**The clock network**

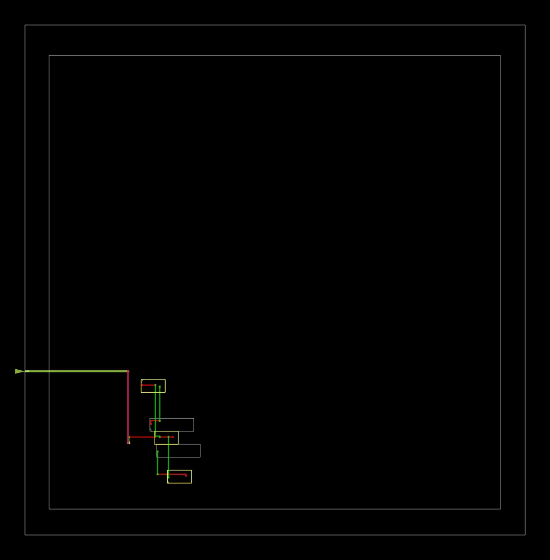
**Port wiring**

The bar under the picture is 20 um long.
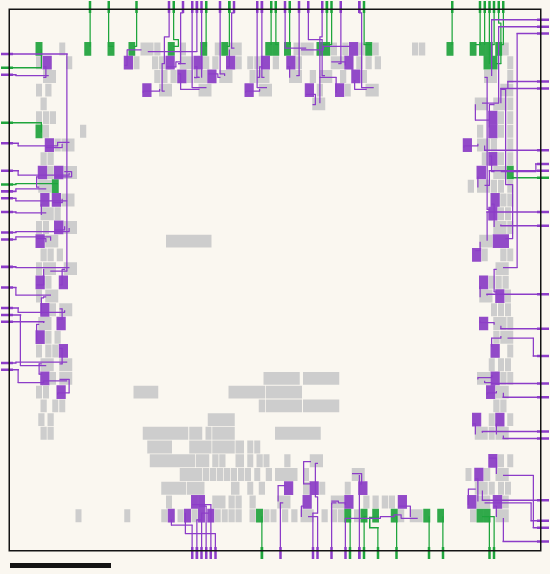
`src/rtl/dcache_miss_ctrl_if.sv`:
```
// Pipeline/memory-side bundle for the data-cache miss controller.
// The pipeline/AXI side is the master; the miss controller is the slave.
interface dcache_miss_ctrl_if #(
    parameter int ADDR_WIDTH = 64,
    parameter int CNT_WIDTH  = 32
);
    logic                  i_mem_access;
    logic                  i_dcache_hit;
    logic                  i_dcache_dirty;
    logic [ADDR_WIDTH-1:0] i_addr;
    logic [ADDR_WIDTH-1:0] i_addr_wb;
    logic                  i_axi_wr_done;
    logic                  i_axi_rd_done;
    logic                  o_stall;
    logic                  o_axi_wr_req;
    logic                  o_axi_rd_req;
    logic [ADDR_WIDTH-1:0] o_axi_addr;
    logic                  o_block_we;
    logic [CNT_WIDTH-1:0]  o_miss_cnt;
    logic [CNT_WIDTH-1:0]  o_wb_cnt;

    modport master (
        output i_mem_access, i_dcache_hit, i_dcache_dirty, i_addr, i_addr_wb,
               i_axi_wr_done, i_axi_rd_done,
        input  o_stall, o_axi_wr_req, o_axi_rd_req, o_axi_addr, o_block_we,
               o_miss_cnt, o_wb_cnt
    );

    modport slave (
        input  i_mem_access, i_dcache_hit, i_dcache_dirty, i_addr, i_addr_wb,
               i_axi_wr_done, i_axi_rd_done,
        output o_stall, o_axi_wr_req, o_axi_rd_req, o_axi_addr, o_block_we,
               o_miss_cnt, o_wb_cnt
    );
endinterface

```
`src/rtl/dcache_miss_ctrl.sv`:
```
// Data-cache miss controller: optional dirty writeback, line refill, one-cycle block write.
// Define DCACHE_PERF_CNT_EN to build the saturating miss/writeback counters; otherwise they read 0.
module dcache_miss_ctrl #(
    parameter int ADDR_WIDTH = 64,
    parameter int CNT_WIDTH  = 32
) (
    input  logic            i_clk,
    input  logic            i_arst_n,
    dcache_miss_ctrl_if.slave bus
);

    typedef enum logic [1:0] {
        IDLE      = 2'd0,
        WRITEBACK = 2'd1,
        REFILL    = 2'd2,
        ALLOCATE  = 2'd3
    } state_e;

    // Refill always fetches a whole 64-byte line.
    localparam logic [ADDR_WIDTH-1:0] LINE_MASK = ~ADDR_WIDTH'(6'h3f);

    state_e state_q, state_d;
    logic   miss;

    assign miss = bus.i_mem_access & ~bus.i_dcache_hit;

    // NOTE: every output and next-state gets a default first, so no path through the case infers a latch.
    always_comb begin
        state_d          = state_q;
        bus.o_stall      = 1'b0;
        bus.o_axi_wr_req = 1'b0;
        bus.o_axi_rd_req = 1'b0;
        bus.o_axi_addr   = '0;
        bus.o_block_we   = 1'b0;
        case (state_q)
            IDLE: begin
                // Stall combinationally so the missing access never leaves the memory stage.
                bus.o_stall = miss;
                if (miss) begin
                    state_d = bus.i_dcache_dirty ? WRITEBACK : REFILL;
                end
            end
            WRITEBACK: begin
                bus.o_stall      = 1'b1;
                bus.o_axi_wr_req = 1'b1;
                bus.o_axi_addr   = bus.i_addr_wb;
                if (bus.i_axi_wr_done) begin
                    state_d = REFILL;
                end
            end
            REFILL: begin
                bus.o_stall      = 1'b1;
                bus.o_axi_rd_req = 1'b1;
                bus.o_axi_addr   = bus.i_addr & LINE_MASK;
                if (bus.i_axi_rd_done) begin
                    state_d = ALLOCATE;
                end
            end
            ALLOCATE: begin
                bus.o_stall    = 1'b1;
                bus.o_block_we = 1'b1;
                state_d        = IDLE;
            end
            default: state_d = IDLE;
        endcase
    end

    // NOTE: sequential state uses non-blocking assignment so every flop samples pre-edge values.
    always_ff @(posedge i_clk or negedge i_arst_n) begin
        if (!i_arst_n) begin
            state_q <= IDLE;
        end else begin
            state_q <= state_d;
        end
    end

`ifdef DCACHE_PERF_CNT_EN
    logic                 miss_taken;
    logic                 wb_taken;
    logic [CNT_WIDTH-1:0] miss_cnt_q, miss_cnt_d;
    logic [CNT_WIDTH-1:0] wb_cnt_q, wb_cnt_d;

    always_comb begin
        miss_taken = (state_q == IDLE) && miss;
        wb_taken   = miss_taken && bus.i_dcache_dirty;
        miss_cnt_d = miss_cnt_q;
        wb_cnt_d   = wb_cnt_q;
        // Counters stick at all ones rather than wrapping.
        if (miss_taken && !(&miss_cnt_q)) begin
            miss_cnt_d = miss_cnt_q + CNT_WIDTH'(1);
        end
        if (wb_taken && !(&wb_cnt_q)) begin
            wb_cnt_d = wb_cnt_q + CNT_WIDTH'(1);
        end
    end

    always_ff @(posedge i_clk or negedge i_arst_n) begin
        if (!i_arst_n) begin
            miss_cnt_q <= '0;
            wb_cnt_q   <= '0;
        end else begin
            miss_cnt_q <= miss_cnt_d;
            wb_cnt_q   <= wb_cnt_d;
        end
    end

    assign bus.o_miss_cnt = miss_cnt_q;
    assign bus.o_wb_cnt   = wb_cnt_q;
`else
    assign bus.o_miss_cnt = '0;
    assign bus.o_wb_cnt   = '0;
`endif

endmodule

```
`src/flat_wrapper.sv`:
```
// flat-port wrapper written by rule: the top's interface ports become plain ports
module dcache_miss_ctrl_flat 
#(
    parameter int ADDR_WIDTH = 64,
    parameter int CNT_WIDTH  = 32
)
  (i_clk, i_arst_n, bus_i_mem_access, bus_i_dcache_hit, bus_i_dcache_dirty, bus_i_addr, bus_i_addr_wb, bus_i_axi_wr_done, bus_i_axi_rd_done, bus_o_stall, bus_o_axi_wr_req, bus_o_axi_rd_req, bus_o_axi_addr, bus_o_block_we, bus_o_miss_cnt, bus_o_wb_cnt);
  dcache_miss_ctrl_if #(.ADDR_WIDTH(ADDR_WIDTH), .CNT_WIDTH(CNT_WIDTH)) bus_i ();
  input  logic i_clk;
  input  logic i_arst_n;
  input wire logic [$bits(bus_i.i_mem_access)-1:0] bus_i_mem_access;
  input wire logic [$bits(bus_i.i_dcache_hit)-1:0] bus_i_dcache_hit;
  input wire logic [$bits(bus_i.i_dcache_dirty)-1:0] bus_i_dcache_dirty;
  input wire logic [$bits(bus_i.i_addr)-1:0] bus_i_addr;
  input wire logic [$bits(bus_i.i_addr_wb)-1:0] bus_i_addr_wb;
  input wire logic [$bits(bus_i.i_axi_wr_done)-1:0] bus_i_axi_wr_done;
  input wire logic [$bits(bus_i.i_axi_rd_done)-1:0] bus_i_axi_rd_done;
  output wire logic [$bits(bus_i.o_stall)-1:0] bus_o_stall;
  output wire logic [$bits(bus_i.o_axi_wr_req)-1:0] bus_o_axi_wr_req;
  output wire logic [$bits(bus_i.o_axi_rd_req)-1:0] bus_o_axi_rd_req;
  output wire logic [$bits(bus_i.o_axi_addr)-1:0] bus_o_axi_addr;
  output wire logic [$bits(bus_i.o_block_we)-1:0] bus_o_block_we;
  output wire logic [$bits(bus_i.o_miss_cnt)-1:0] bus_o_miss_cnt;
  output wire logic [$bits(bus_i.o_wb_cnt)-1:0] bus_o_wb_cnt;
  assign bus_i.i_mem_access = bus_i_mem_access;
  assign bus_i.i_dcache_hit = bus_i_dcache_hit;
  assign bus_i.i_dcache_dirty = bus_i_dcache_dirty;
  assign bus_i.i_addr = bus_i_addr;
  assign bus_i.i_addr_wb = bus_i_addr_wb;
  assign bus_i.i_axi_wr_done = bus_i_axi_wr_done;
  assign bus_i.i_axi_rd_done = bus_i_axi_rd_done;
  assign bus_o_stall = bus_i.o_stall;
  assign bus_o_axi_wr_req = bus_i.o_axi_wr_req;
  assign bus_o_axi_rd_req = bus_i.o_axi_rd_req;
  assign bus_o_axi_addr = bus_i.o_axi_addr;
  assign bus_o_block_we = bus_i.o_block_we;
  assign bus_o_miss_cnt = bus_i.o_miss_cnt;
  assign bus_o_wb_cnt = bus_i.o_wb_cnt;
  dcache_miss_ctrl #(.ADDR_WIDTH(ADDR_WIDTH), .CNT_WIDTH(CNT_WIDTH)) u_core (.i_clk(i_clk), .i_arst_n(i_arst_n), .bus(bus_i));
endmodule
```
`config.mk`:
```
export PLATFORM = sky130hd
export DESIGN_NAME = dcache_miss_ctrl_flat
export DESIGN_NICKNAME = d
export VERILOG_FILES = /design/src/rtl/dcache_miss_ctrl_if.sv /design/src/rtl/dcache_miss_ctrl.sv /design/src/flat_wrapper.sv
export SDC_FILE = /design/constraint.sdc
export NUM_CORES = 1
export LEC_CHECK = 0
export ABC_AREA = 1
export CAP_MARGIN = 20
export CORE_AREA = 5 5 100 102
export DETAILED_ROUTE_END_ITERATION = 12
export DIE_AREA = 0 0 105 107
export DONT_BUFFER_PORTS = 1
export SLEW_MARGIN = 20
export SYNTH_ARGS = -nofsm -noshare
export SYNTH_HDL_FRONTEND = slang
export SYNTH_SLANG_ARGS = --single-unit
```
`constraint.sdc`:
```
create_clock -name i_clk -period 2.1 [get_ports i_clk]
set_input_delay 0.42 -clock i_clk [delete_from_list [all_inputs] [get_ports i_clk]]
set_output_delay 0.42 -clock i_clk [all_outputs]
set_load 0.02 [all_outputs]
```
==> impl_metrics.env <==
# implementation run metrics
export IMPL_global_route_usage_met3_pct=2.41
export IMPL_timing_critical_path_max_delay_family="buffers and inverters"
export IMPL_comb_cell_share_pct=56.6
export IMPL_clock_net_power_mw=0.148
export IMPL_yosys_area_share_adder_pct=5.43
export IMPL_non_clock_buffer_area_fraction_after_layout_pct=29.6
export IMPL_post_drt_wl_per_cell_um=12.9
export IMPL_stdcell_area_um2=2070
export IMPL_most_crowded_layer_after_global_routing="met2"
export IMPL_vias_in_the_first_global_route=1702
export IMPL_max_flop_register="u_core.state_q"
export IMPL_sequentialPowerShare_pct=2.0
export IMPL_gr_usage_all_layers_pct=8.17
export IMPL_flow_area_growth_from_synthesis_pct=28.5
export IMPL_status="completed"
export IMPL_post_route_cells_drive_above_1_share_pct=20.8
export IMPL_core_utilization_at_floorplan_pct=17.9
export IMPL_detailedRoute_firstIterationViolations=157
export IMPL_timing_critical_path_depth=6
export IMPL_post_route_util_pct=23.0
export IMPL_area_share_clock_buf_inv_pct=1.99
export IMPL_final_hold_slack_ns=0.451
export IMPL_drtPass1Iterations=4
export IMPL_startpoint_type="flop"
export IMPL_cts_setup_buffers=0
export IMPL_floorplan_die_height_um=107
export IMPL_period_minus_slack_ns=2.02
export IMPL_yosys_mux_area_fraction_pct=0
export IMPL_intPower_mw=1.30
export IMPL_grt_overflow=0
export IMPL_largest_driver_fanout_on_the_critical_path=27
export IMPL_path_cells="inv_1 -> ha_1 -> inv_2 -> buf_12 -> a21oi_1 -> buf_4"
export IMPL_synth_yosys_seq_area_share_pct=3.10
export IMPL_rsz0062_at_grt="yes"
export IMPL_cts_reportedPaths_clkPinSlew_ns=0.03
export IMPL_detailroute_wirelength_met2_mm=3.31
export IMPL_lay_top_cells="133 x sky130_fd_sc_hd__nand2_1, 64 x sky130_fd_sc_hd__conb_1, 61 x sky130_fd_sc_hd__buf_4, 57 x sky130_fd_sc_hd__a21oi_1, 14 x sky130_fd_sc_hd__inv_1"
export IMPL_post_route_worst_setup_slack_ns=0.0789
export IMPL_placed_cell_area_um2=1980
export IMPL_cts_root_buf="sky130_fd_sc_hd__clkbuf_8"
export IMPL_post_place_ws_ns=0.291
export IMPL_power_combinational_fraction_pct=93.5
export IMPL_worst_setup_path_endpoint="bus_o_axi_addr[22]"
export IMPL_htree_num_levels=1
export IMPL_final_seq_area_um2=50.0
export IMPL_critPathLaunch="u_core.state_q[0]"
export IMPL_p_comb_mw=3.04
export IMPL_met1_track_demand_over_resource_pct=8.67
export IMPL_cts_path_max_buffers=2
export IMPL_gr_met2_demand_resource_pct=15.9
## Picture notes: 'the clock network'
clock skew after layout: 0.000147 ns
count of sequential standard cells: 2
number of buffers added by the clock tree synthesis step: 3

## Picture notes: 'port wiring'
| color | port | bits | direction | edge | end cells | buffers | wire |
|---|---|---|---|---|---|---|---|
| green | bus_o_wb_cnt | 32 | output | 19 north, 9 south, 3 west, 1 east | 32 | 0 | 239 um |
| purple | bus_o_axi_addr | 64 | output | 21 east, 16 west, 15 north, 12 south | 64 | 58 | 1150 um |
Port-buffer cells: 0
io pins: 267

